## config.mk

```make
export PLATFORM = sky130hd
export DESIGN_NAME = counter_ctrl
export DESIGN_NICKNAME = d
export VERILOG_FILES = /design/src/rtl/counter_ctrl.sv
export SDC_FILE = /design/constraint.sdc
export NUM_CORES = 1
export LEC_CHECK = 0
export ABC_AREA = 1
export CORE_MARGIN = 2
export CORE_UTILIZATION = 59
export CTS_CLUSTER_SIZE = 40
export DETAILED_ROUTE_END_ITERATION = 10
export HOLD_SLACK_MARGIN = 0.05
export PLACE_DENSITY = 0.83
export SETUP_SLACK_MARGIN = 0.2
export SLEW_MARGIN = 20
export SYNTH_ARGS = -nofsm -noshare
export SYNTH_HDL_FRONTEND = slang
export SYNTH_SLANG_ARGS = --single-unit
```

## constraint.sdc

```tcl
create_clock -name clk -period 1.85 [get_ports clk]
set_clock_uncertainty 0.05 [all_clocks]
set_input_delay 0.37 -clock clk [delete_from_list [all_inputs] [get_ports clk]]
set_output_delay 0.37 -clock clk [all_outputs]
set_load 0.05 [all_outputs]
```

## src/rtl/counter_ctrl.sv

```systemverilog
// counter_ctrl
//   Run/pause/step/direction/clear sequencer for the 4-bit LED counter.
//   Edge-detects synchronized button levels and produces registered
//   control strobes for the counter datapath.
//
// Ports
//   clk        system clock
//   rst_n      synchronous active-low reset
//   btn_run    rising edge toggles run/pause
//   btn_step   rising edge issues one ce while paused
//   btn_dir    rising edge toggles count direction
//   btn_clear  rising edge clears the counter and pauses
//   ce         one-cycle count-enable strobe
//   up         count direction (1 = increment)
//   clr        one-cycle synchronous clear strobe
//   running    high while in RUN
module counter_ctrl #(
  parameter int unsigned CYCLES_PER_TICK = 125_000_000
) (
  input  logic clk,
  input  logic rst_n,
  input  logic btn_run,
  input  logic btn_step,
  input  logic btn_dir,
  input  logic btn_clear,
  output logic ce,
  output logic up,
  output logic clr,
  output logic running
);

  localparam int unsigned PS_W = $clog2(CYCLES_PER_TICK) + 1;
  localparam logic [PS_W-1:0] TERM = PS_W'(CYCLES_PER_TICK - 1);

  typedef enum logic [1:0] {
    PAUSED = 2'd0,
    RUN    = 2'd1,
    STEP   = 2'd2
  } state_t;

  state_t          state;
  logic [PS_W-1:0] ps;

  // Previous-value registers reset to 1 so a button held through reset
  // does not register as a press.
  logic run_q, step_q, dir_q, clear_q;

  logic p_run, p_step, p_dir, p_clear;

  always_comb begin
    p_run   = btn_run   & ~run_q;
    p_step  = btn_step  & ~step_q;
    p_dir   = btn_dir   & ~dir_q;
    p_clear = btn_clear & ~clear_q;
  end

  always_ff @(posedge clk) begin
    if (!rst_n) begin
      state   <= PAUSED;
      ps      <= '0;
      ce      <= 1'b0;
      clr     <= 1'b0;
      up      <= 1'b1;
      running <= 1'b0;
      run_q   <= 1'b1;
      step_q  <= 1'b1;
      dir_q   <= 1'b1;
      clear_q <= 1'b1;
    end else begin
      run_q   <= btn_run;
      step_q  <= btn_step;
      dir_q   <= btn_dir;
      clear_q <= btn_clear;

      if (p_dir) up <= ~up;

      ce  <= 1'b0;
      clr <= 1'b0;

      if (p_clear) begin
        clr     <= 1'b1;
        state   <= PAUSED;
        ps      <= '0;
        running <= 1'b0;
      end else begin
        case (state)
          PAUSED: begin
            if (p_run) begin
              state   <= RUN;
              running <= 1'b1;
            end else if (p_step) begin
              state <= STEP;
              ce    <= 1'b1;
            end
          end
          RUN: begin
            // A pause press wins over the terminal count: prescaler holds,
            // so the pending tick fires on the first counting edge after resume.
            if (p_run) begin
              state   <= PAUSED;
              running <= 1'b0;
            end else if (ps == TERM) begin
              ps <= '0;
              ce <= 1'b1;
            end else begin
              ps <= ps + PS_W'(1);
            end
          end
          STEP: begin
            // The step strobe was already issued on entry; a run press here
            // goes straight to RUN without losing it.
            if (p_run) begin
              state   <= RUN;
              running <= 1'b1;
            end else begin
              state <= PAUSED;
            end
          end
          default: begin
            state   <= PAUSED;
            running <= 1'b0;
          end
        endcase
      end
    end
  end

endmodule

```

**Routed metal per tile**

Bar = 20 um. 12 x 12 tiles, from black (low) to pale yellow (high), scaled to the fullest tile. Values are wire area over tile area, all layers added.
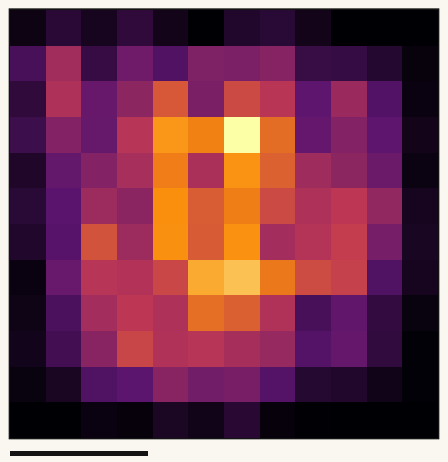
tiles over half the peak: 19%
emptiest ninth of the die: lower right
densest ninth of the die: centre
fullest tile: 0.64

**Register map, names as in the netlist**

Other sequential cells in the stronger grey, the rest of the logic in the fainter grey.
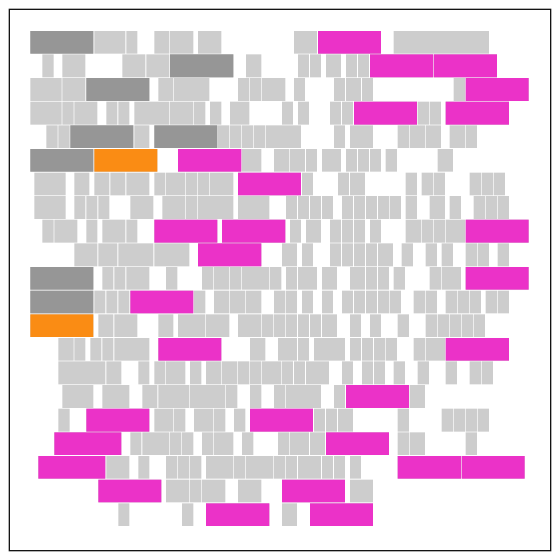
| colour | name in the netlist | flops |
|---|---|---|
| magenta | ps | 28 |
| orange | state | 2 |
not coloured: 8

==> flow_summary_export.csv <==
group,metric,value,unit
pwr,p_leak,0.000942,uW
worst_hold_path,whs_endpoint,"clr$_SDFF_PN0_",
global_routing,grt_pass1_wl,8.09,mm
pwr,irDropWorstVdd,524,uV
worst_setup_path,cp.depth,9,
final_timing,rsz0062_at_grt,"true",
route,viasPerCell,5.07,
final_timing,hold_viol,0,
run_status,run_status,"completed",
synthesis,yosysMostFrequentCell,"nand2_1",
final_layout,layoutNonFillerInstCount,387,
clock_network,cts-resized-gates,2,
synthesis,ys_ff,38,
synthesis,area_leaders,"dfxtp_1, nand2_1, nor2_1, inv_1, nand3_1",
pwr,comb-power,96.1,uW
final_layout,area_growth,17.6,%
worst_setup_path,worstPathRequired,2.06,ns
worst_hold_path,min_path_type,"flop to flop",
route,drtIter0Drc,113,
route,dr_wl_met3,183,um
worst_setup_path,crit_fanout,5,
worst_setup_path,r2r_end,"ps[12]$_SDFFE_PP0P_",
pwr,powerDensity,634,mW/mm2
worst_setup_path,reg2regPathDepth,9,
global_routing,antenna_found_initial,0,
clock_network,holdBufCountCts,0,
worst_setup_path,worstSetupPathType,"flop to flop",
final_timing,post-route-period-util,0.842,
pwr,p_total,1490,uW
route,drcViolationCount,0,
pwr,clockPowerShare,0.375,
synthesis,synth_nets,317,
route,vias,1961,
[kinds of logic (layout without fill, tap and decap cells)]
logic type,Yosys count,in the layout,synth area share
AOI/OAI and AO/OA,17,17,0.0438
muxes,1,1,0.00501
xor gates and xnor gates,6,6,0.0263
adders and majority gates,1,1,0.00626
buffers and inverters,41,71,0.0808
and+or+nand+nor,206,207,0.457
DFF,38,38,0.381
[layout make-up]
class | count | area, um2
Clock buffer | 5 | 37.5
Clock inverter | 3 | 40.0
Fill cell | 287 | 935
Inverter | 39 | 146
Multi-Input combinational cell | 232 | 1110
Sequential cell | 38 | 763
Tap cell | 46 | 57.6
Timing Repair Buffer | 24 | 193
No activity file was given, so power comes from the tool's default toggle rates.
